==> images/cell_classes.png <==
(3 px per um) Fill, decap, tap and diode cells in gray.
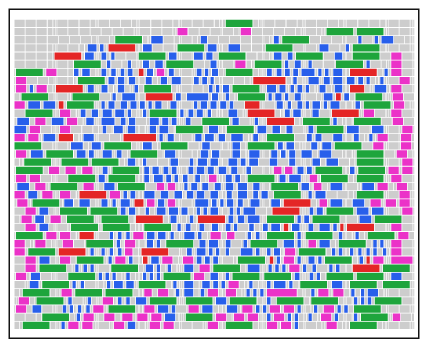
==> images/registers.png <==
(3 px per um) Other sequential cells in the stronger gray, the rest of the logic in the fainter gray.
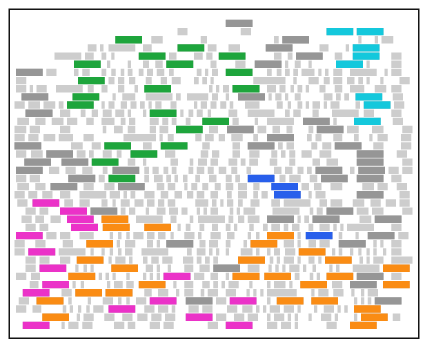
==> images/pdn.png <==
(3 px per um) Pins as bars on the die edge.
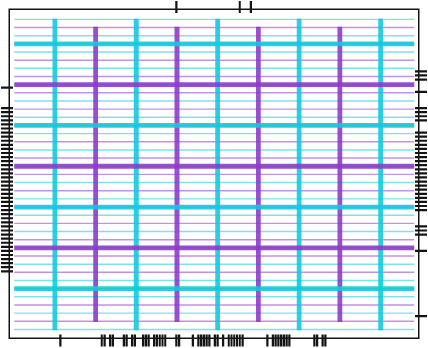
`config.mk`:
```
export PLATFORM = sky130hd
export DESIGN_NAME = ide_sector_flat
export DESIGN_NICKNAME = d
export VERILOG_FILES = /design/src/rtl/ide_sector_if.sv /design/src/rtl/ide_sector.sv /design/src/flat_wrapper.sv
export SDC_FILE = /design/constraint.sdc
export NUM_CORES = 1
export LEC_CHECK = 0
export CAP_MARGIN = 25
export CELL_PAD_IN_SITES_DETAIL_PLACEMENT = 1
export CELL_PAD_IN_SITES_GLOBAL_PLACEMENT = 1
export CORE_ASPECT_RATIO = 0.8
export CORE_UTILIZATION = 42
export DETAILED_ROUTE_END_ITERATION = 10
export PLACE_DENSITY = 0.86
export SETUP_SLACK_MARGIN = 0.5
export SLEW_MARGIN = 20
export SYNTH_ARGS = -nofsm -noshare
export SYNTH_HDL_FRONTEND = slang
export SYNTH_SLANG_ARGS = --single-unit
export TNS_END_PERCENT = 20
```
`constraint.sdc`:
```
create_clock -name clk -period 4.03 [get_ports clk]
set_input_delay 0.806 -clock clk [delete_from_list [all_inputs] [get_ports clk]]
set_output_delay 0.806 -clock clk [all_outputs]
set_load 0.1 [all_outputs]
```
`src/rtl/ide_sector_if.sv`:
```
// ide_sector_if: bundles the two buses driven by the sector sequencer.
//   ATA side   : ata_rd/ata_wr requests, ata_addr {cs[1:0],da[2:0]}, ata_wdata,
//                ata_rdata (valid with ata_done), ata_done (1-cycle completion).
//   Buffer side: buf_addr word index, buf_we/buf_wdata write port,
//                buf_rdata synchronous read data (valid 1 cycle after buf_addr).
// master = the sequencer, slave = the ide stage plus the sector buffer RAM.
interface ide_sector_if;
  logic        ata_rd;
  logic        ata_wr;
  logic [4:0]  ata_addr;
  logic [15:0] ata_wdata;
  logic [15:0] ata_rdata;
  logic        ata_done;
  logic [7:0]  buf_addr;
  logic        buf_we;
  logic [15:0] buf_wdata;
  logic [15:0] buf_rdata;

  modport master (
    output ata_rd, ata_wr, ata_addr, ata_wdata,
    input  ata_rdata, ata_done,
    output buf_addr, buf_we, buf_wdata,
    input  buf_rdata
  );

  modport slave (
    input  ata_rd, ata_wr, ata_addr, ata_wdata,
    output ata_rdata, ata_done,
    input  buf_addr, buf_we, buf_wdata,
    output buf_rdata
  );
endinterface

```
`src/rtl/ide_sector.sv`:
```
// ide_sector: single-sector LBA28 ATA PIO read/write sequencer.
// Issues task-file writes, the command, status polls and a 256-word data
// transfer through the ide register-cycle stage, moving data to/from a
// 256x16 synchronous buffer RAM.
// Ports:
//   clk, reset (async, active-low)
//   start/write/lba : request (write and lba sampled with start)
//   busy, done, err, status : progress and result
//   bus (ide_sector_if.master) : ATA access requests and buffer RAM port
module ide_sector #(
  parameter logic [19:0] POLL_MAX  = 20'hFFFFF,
  parameter logic [7:0]  CMD_READ  = 8'h20,
  parameter logic [7:0]  CMD_WRITE = 8'h30
) (
  input  logic         clk,
  input  logic         reset,
  input  logic         start,
  input  logic         write,
  input  logic [27:0]  lba,
  output logic         busy,
  output logic         done,
  output logic         err,
  output logic [7:0]   status,
  ide_sector_if.master bus
);

  typedef enum logic [3:0] {
    ST_IDLE = 4'd0,
    ST_WRDY = 4'd1,
    ST_SCNT = 4'd2,
    ST_SL0  = 4'd3,
    ST_SL1  = 4'd4,
    ST_SL2  = 4'd5,
    ST_SDEV = 4'd6,
    ST_SCMD = 4'd7,
    ST_WDRQ = 4'd8,
    ST_XFER = 4'd9,
    ST_WBSY = 4'd10,
    ST_FIN  = 4'd11
  } state_t;

  localparam logic [4:0] REG_DATA   = 5'h10;
  localparam logic [4:0] REG_STATUS = 5'h17;

  // registered state and outputs
  state_t      state_r;
  logic        wr_op_r;
  logic [27:0] lba_r;
  logic [7:0]  idx_r;
  logic [19:0] cnt_r;
  logic        pre_r;
  logic        busy_r;
  logic        done_r;
  logic        err_r;
  logic [7:0]  status_r;
  logic        ata_rd_r;
  logic        ata_wr_r;
  logic [4:0]  ata_addr_r;
  logic [15:0] ata_wdata_r;
  logic [7:0]  buf_addr_r;
  logic        buf_we_r;
  logic [15:0] buf_wdata_r;

  // next-state values
  state_t      state_s;
  logic        wr_op_s;
  logic [27:0] lba_s;
  logic [7:0]  idx_s;
  logic [19:0] cnt_s;
  logic        pre_s;
  logic        busy_s;
  logic        done_s;
  logic        err_s;
  logic [7:0]  status_s;
  logic        ata_rd_s;
  logic        ata_wr_s;
  logic [4:0]  ata_addr_s;
  logic [15:0] ata_wdata_s;
  logic [7:0]  buf_addr_s;
  logic        buf_we_s;
  logic [15:0] buf_wdata_s;

  // access launch request and helpers
  logic        go_s;
  logic        go_wr_s;
  logic [4:0]  go_addr_s;
  logic [15:0] go_data_s;
  logic        fin_s;
  logic        req_s;
  logic        acc_end_s;
  logic [7:0]  stat_s;
  logic        poll_last_s;

  // task-file register decode
  logic [2:0]  tf_reg_s;
  logic [7:0]  tf_val_s;
  state_t      tf_next_s;

  assign busy          = busy_r;
  assign done          = done_r;
  assign err           = err_r;
  assign status        = status_r;
  assign bus.ata_rd    = ata_rd_r;
  assign bus.ata_wr    = ata_wr_r;
  assign bus.ata_addr  = ata_addr_r;
  assign bus.ata_wdata = ata_wdata_r;
  assign bus.buf_addr  = buf_addr_r;
  assign bus.buf_we    = buf_we_r;
  assign bus.buf_wdata = buf_wdata_r;

  // Task-file register number, value and successor for the setup states.
  always_comb begin
    tf_reg_s  = 3'd2;
    tf_val_s  = 8'h00;
    tf_next_s = ST_IDLE;
    case (state_r)
      ST_SCNT: begin tf_reg_s = 3'd2; tf_val_s = 8'h01;               tf_next_s = ST_SL0;  end
      ST_SL0:  begin tf_reg_s = 3'd3; tf_val_s = lba_r[7:0];          tf_next_s = ST_SL1;  end
      ST_SL1:  begin tf_reg_s = 3'd4; tf_val_s = lba_r[15:8];         tf_next_s = ST_SL2;  end
      ST_SL2:  begin tf_reg_s = 3'd5; tf_val_s = lba_r[23:16];        tf_next_s = ST_SDEV; end
      ST_SDEV: begin tf_reg_s = 3'd6; tf_val_s = {4'hE, lba_r[27:24]}; tf_next_s = ST_SCMD; end
      ST_SCMD: begin
        tf_reg_s  = 3'd7;
        tf_val_s  = wr_op_r ? CMD_WRITE : CMD_READ;
        tf_next_s = ST_WDRQ;
      end
      default: begin
        tf_reg_s  = 3'd2;
        tf_val_s  = 8'h00;
        tf_next_s = ST_IDLE;
      end
    endcase
  end

  // Next-state and next-output logic for the sequencer.
  always_comb begin
    state_s     = state_r;
    wr_op_s     = wr_op_r;
    lba_s       = lba_r;
    idx_s       = idx_r;
    cnt_s       = cnt_r;
    pre_s       = pre_r;
    busy_s      = busy_r;
    done_s      = 1'b0;
    err_s       = err_r;
    status_s    = status_r;
    ata_rd_s    = ata_rd_r;
    ata_wr_s    = ata_wr_r;
    ata_addr_s  = ata_addr_r;
    ata_wdata_s = ata_wdata_r;
    buf_addr_s  = buf_addr_r;
    buf_we_s    = 1'b0;
    buf_wdata_s = buf_wdata_r;
    go_s        = 1'b0;
    go_wr_s     = 1'b0;
    go_addr_s   = 5'h00;
    go_data_s   = 16'h0000;
    fin_s       = 1'b0;

    // A request stays up until ata_done; when it is low in an access state
    // we are in the mandatory idle cycle and launch the next access.
    req_s       = ata_rd_r | ata_wr_r;
    acc_end_s   = req_s & bus.ata_done;
    stat_s      = bus.ata_rdata[7:0];
    poll_last_s = (cnt_r == (POLL_MAX - 20'd1));

    if (acc_end_s) begin
      ata_rd_s = 1'b0;
      ata_wr_s = 1'b0;
    end else begin
      ata_rd_s = ata_rd_r;
      ata_wr_s = ata_wr_r;
    end

    case (state_r)
      ST_IDLE: begin
        if (start) begin
          wr_op_s   = write;
          lba_s     = lba;
          err_s     = 1'b0;
          busy_s    = 1'b1;
          cnt_s     = 20'd0;
          idx_s     = 8'd0;
          go_s      = 1'b1;
          go_addr_s = REG_STATUS;
          state_s   = ST_WRDY;
        end else begin
          state_s = ST_IDLE;
        end
      end

      ST_WRDY: begin
        if (acc_end_s) begin
          status_s = stat_s;
          if (!stat_s[7] && stat_s[6]) begin
            state_s = ST_SCNT;
          end else if (poll_last_s) begin
            err_s = 1'b1;
            fin_s = 1'b1;
          end else begin
            cnt_s = cnt_r + 20'd1;
          end
        end else if (!req_s) begin
          go_s      = 1'b1;
          go_addr_s = REG_STATUS;
        end else begin
          state_s = ST_WRDY;
        end
      end

      ST_SCNT, ST_SL0, ST_SL1, ST_SL2, ST_SDEV, ST_SCMD: begin
        if (acc_end_s) begin
          state_s = tf_next_s;
          cnt_s   = 20'd0;
        end else if (!req_s) begin
          go_s      = 1'b1;
          go_wr_s   = 1'b1;
          go_addr_s = {2'b10, tf_reg_s};
          go_data_s = {8'h00, tf_val_s};
        end else begin
          state_s = state_r;
        end
      end

      ST_WDRQ: begin
        if (acc_end_s) begin
          status_s = stat_s;
          if (!stat_s[7] && stat_s[3]) begin
            state_s    = ST_XFER;
            idx_s      = 8'd0;
            buf_addr_s = 8'd0;
            pre_s      = 1'b0;
          end else if (!stat_s[7] && stat_s[0]) begin
            err_s = 1'b1;
            fin_s = 1'b1;
          end else if (poll_last_s) begin
            err_s = 1'b1;
            fin_s = 1'b1;
          end else begin
            cnt_s = cnt_r + 20'd1;
          end
        end else if (!req_s) begin
          go_s      = 1'b1;
          go_addr_s = REG_STATUS;
        end else begin
          state_s = ST_WDRQ;
        end
      end

      ST_XFER: begin
        if (acc_end_s) begin
          if (!wr_op_r) begin
            buf_we_s    = 1'b1;
            buf_wdata_s = bus.ata_rdata;
            buf_addr_s  = idx_r;
          end else begin
            // present the next word's address now so the RAM output is
            // ready before the next write is launched
            buf_addr_s = idx_r + 8'd1;
          end
          if (idx_r == 8'd255) begin
            idx_s = 8'd0;
            if (wr_op_r) begin
              state_s = ST_WBSY;
              cnt_s   = 20'd0;
            end else begin
              fin_s = 1'b1;
            end
          end else begin
            idx_s = idx_r + 8'd1;
          end
        end else if (!req_s) begin
          if (!wr_op_r) begin
            go_s      = 1'b1;
            go_addr_s = REG_DATA;
          end else if (!pre_r) begin
            // buffer read latency: wait one cycle for buf_rdata
            pre_s = 1'b1;
          end else begin
            pre_s     = 1'b0;
            go_s      = 1'b1;
            go_wr_s   = 1'b1;
            go_addr_s = REG_DATA;
            go_data_s = bus.buf_rdata;
          end
        end else begin
          state_s = ST_XFER;
        end
      end

      ST_WBSY: begin
        if (acc_end_s) begin
          status_s = stat_s;
          if (!stat_s[7]) begin
            err_s = stat_s[0];
            fin_s = 1'b1;
          end else if (poll_last_s) begin
            err_s = 1'b1;
            fin_s = 1'b1;
          end else begin
            cnt_s = cnt_r + 20'd1;
          end
        end else if (!req_s) begin
          go_s      = 1'b1;
          go_addr_s = REG_STATUS;
        end else begin
          state_s = ST_WBSY;
        end
      end

      ST_FIN: begin
        // done is already high this cycle; start is ignored here
        state_s = ST_IDLE;
      end

      default: begin
        state_s = ST_IDLE;
        busy_s  = 1'b0;
      end
    endcase

    if (fin_s) begin
      state_s = ST_FIN;
      done_s  = 1'b1;
      busy_s  = 1'b0;
    end else begin
      done_s = 1'b0;
    end

    if (go_s) begin
      ata_rd_s    = ~go_wr_s;
      ata_wr_s    = go_wr_s;
      ata_addr_s  = go_addr_s;
      ata_wdata_s = go_data_s;
    end else begin
      ata_addr_s  = ata_addr_r;
      ata_wdata_s = ata_wdata_r;
    end
  end

  // State and output registers; reset returns everything to zero at once.
  always_ff @(posedge clk or negedge reset) begin
    if (!reset) begin
      state_r     <= ST_IDLE;
      wr_op_r     <= 1'b0;
      lba_r       <= 28'd0;
      idx_r       <= 8'd0;
      cnt_r       <= 20'd0;
      pre_r       <= 1'b0;
      busy_r      <= 1'b0;
      done_r      <= 1'b0;
      err_r       <= 1'b0;
      status_r    <= 8'h00;
      ata_rd_r    <= 1'b0;
      ata_wr_r    <= 1'b0;
      ata_addr_r  <= 5'h00;
      ata_wdata_r <= 16'h0000;
      buf_addr_r  <= 8'h00;
      buf_we_r    <= 1'b0;
      buf_wdata_r <= 16'h0000;
    end else begin
      state_r     <= state_s;
      wr_op_r     <= wr_op_s;
      lba_r       <= lba_s;
      idx_r       <= idx_s;
      cnt_r       <= cnt_s;
      pre_r       <= pre_s;
      busy_r      <= busy_s;
      done_r      <= done_s;
      err_r       <= err_s;
      status_r    <= status_s;
      ata_rd_r    <= ata_rd_s;
      ata_wr_r    <= ata_wr_s;
      ata_addr_r  <= ata_addr_s;
      ata_wdata_r <= ata_wdata_s;
      buf_addr_r  <= buf_addr_s;
      buf_we_r    <= buf_we_s;
      buf_wdata_r <= buf_wdata_s;
    end
  end

endmodule

```
`src/flat_wrapper.sv`:
```
// flat-port wrapper written by rule: the top's interface ports become plain ports
module ide_sector_flat 
#(
  parameter logic [19:0] POLL_MAX  = 20'hFFFFF,
  parameter logic [7:0]  CMD_READ  = 8'h20,
  parameter logic [7:0]  CMD_WRITE = 8'h30
)
  (clk, reset, start, write, lba, busy, done, err, status, bus_ata_rd, bus_ata_wr, bus_ata_addr, bus_ata_wdata, bus_ata_rdata, bus_ata_done, bus_buf_addr, bus_buf_we, bus_buf_wdata, bus_buf_rdata);
  ide_sector_if bus_i ();
  input  logic clk;
  input  logic reset;
  input  logic start;
  input  logic write;
  input  logic [27:0] lba;
  output logic busy;
  output logic done;
  output logic err;
  output logic [7:0] status;
  output wire logic [$bits(bus_i.ata_rd)-1:0] bus_ata_rd;
  output wire logic [$bits(bus_i.ata_wr)-1:0] bus_ata_wr;
  output wire logic [$bits(bus_i.ata_addr)-1:0] bus_ata_addr;
  output wire logic [$bits(bus_i.ata_wdata)-1:0] bus_ata_wdata;
  input wire logic [$bits(bus_i.ata_rdata)-1:0] bus_ata_rdata;
  input wire logic [$bits(bus_i.ata_done)-1:0] bus_ata_done;
  output wire logic [$bits(bus_i.buf_addr)-1:0] bus_buf_addr;
  output wire logic [$bits(bus_i.buf_we)-1:0] bus_buf_we;
  output wire logic [$bits(bus_i.buf_wdata)-1:0] bus_buf_wdata;
  input wire logic [$bits(bus_i.buf_rdata)-1:0] bus_buf_rdata;
  assign bus_ata_rd = bus_i.ata_rd;
  assign bus_ata_wr = bus_i.ata_wr;
  assign bus_ata_addr = bus_i.ata_addr;
  assign bus_ata_wdata = bus_i.ata_wdata;
  assign bus_i.ata_rdata = bus_ata_rdata;
  assign bus_i.ata_done = bus_ata_done;
  assign bus_buf_addr = bus_i.buf_addr;
  assign bus_buf_we = bus_i.buf_we;
  assign bus_buf_wdata = bus_i.buf_wdata;
  assign bus_i.buf_rdata = bus_buf_rdata;
  ide_sector #(.POLL_MAX(POLL_MAX), .CMD_READ(CMD_READ), .CMD_WRITE(CMD_WRITE)) u_core (.clk(clk), .reset(reset), .start(start), .write(write), .lba(lba), .busy(busy), .done(done), .err(err), .status(status), .bus(bus_i));
endmodule
```
==> run summary <==
Comb group - 3.42 mW
Final Net Count - 811
synthesized area - 6033 sq um
Ys Warns - 0
Switch Pwr - 3.343 mW
dpl hpwl - 14.02 mm
Slowest-stage cell, CP - or4_1
vias in the first global route - 5900
slowest cell delay on critical path - 0.71 ns
Cell Count, Final, Fillers Out - 936
Place WS - 0.6762 ns
switch share - 48.79%
via count - 5662
Pwr top - combinational cells
Synth Flop Type - dfrtp_1
Setup Buffers After CTS - 0
1st-iter DRT viols - 438
MUX area fraction - 6.574%
Slew headroom - 32.56%
Compound Share, Synth - 18.08%
Synth Area in Adders - 0.6221%
clk ins delay skew pair - 0.42 ns
Async SR Flop Fraction - 100.0%
hold_buf cts - 0
cycle use final - 73.68%
outcome - complete, no violations
## Picture notes: cell_classes.png
flops -> green  # cells 120, share of their area 38%
other buffers and delay cells -> magenta  # cells 139, share of their area 18%
clock drivers and dummy loads -> red  # cells 32, share of their area 7.5%
all other logic -> blue  # cells 465, share of their area 37%
Core Util, Final: 58.43%
post-route cell area: 8056 sq um
CORE AREA: 13790 sq um

## Picture notes: registers.png
u_core.lba_r -> orange  # placed flops 28
u_core.bus.buf_addr -> cyan  # placed flops 8, where top right
u_core.bus.ata_wdata -> magenta  # placed flops 16, where bottom left
u_core.state_r -> blue  # placed flops 4
u_core.cnt_r -> green  # placed flops 20
Seq power: 1.92 mW
register area: 3003 sq um

## Picture notes: pdn.png
VDD -> purple
VSS -> cyan
signal pins = 124
met4 straps = 9
rows = 38
met5 straps = 7
maximum vdd drop: 0.0006268 V
chip height: 109.2 um

Power figures rest on the tool's default switching activity, not on a simulated workload.
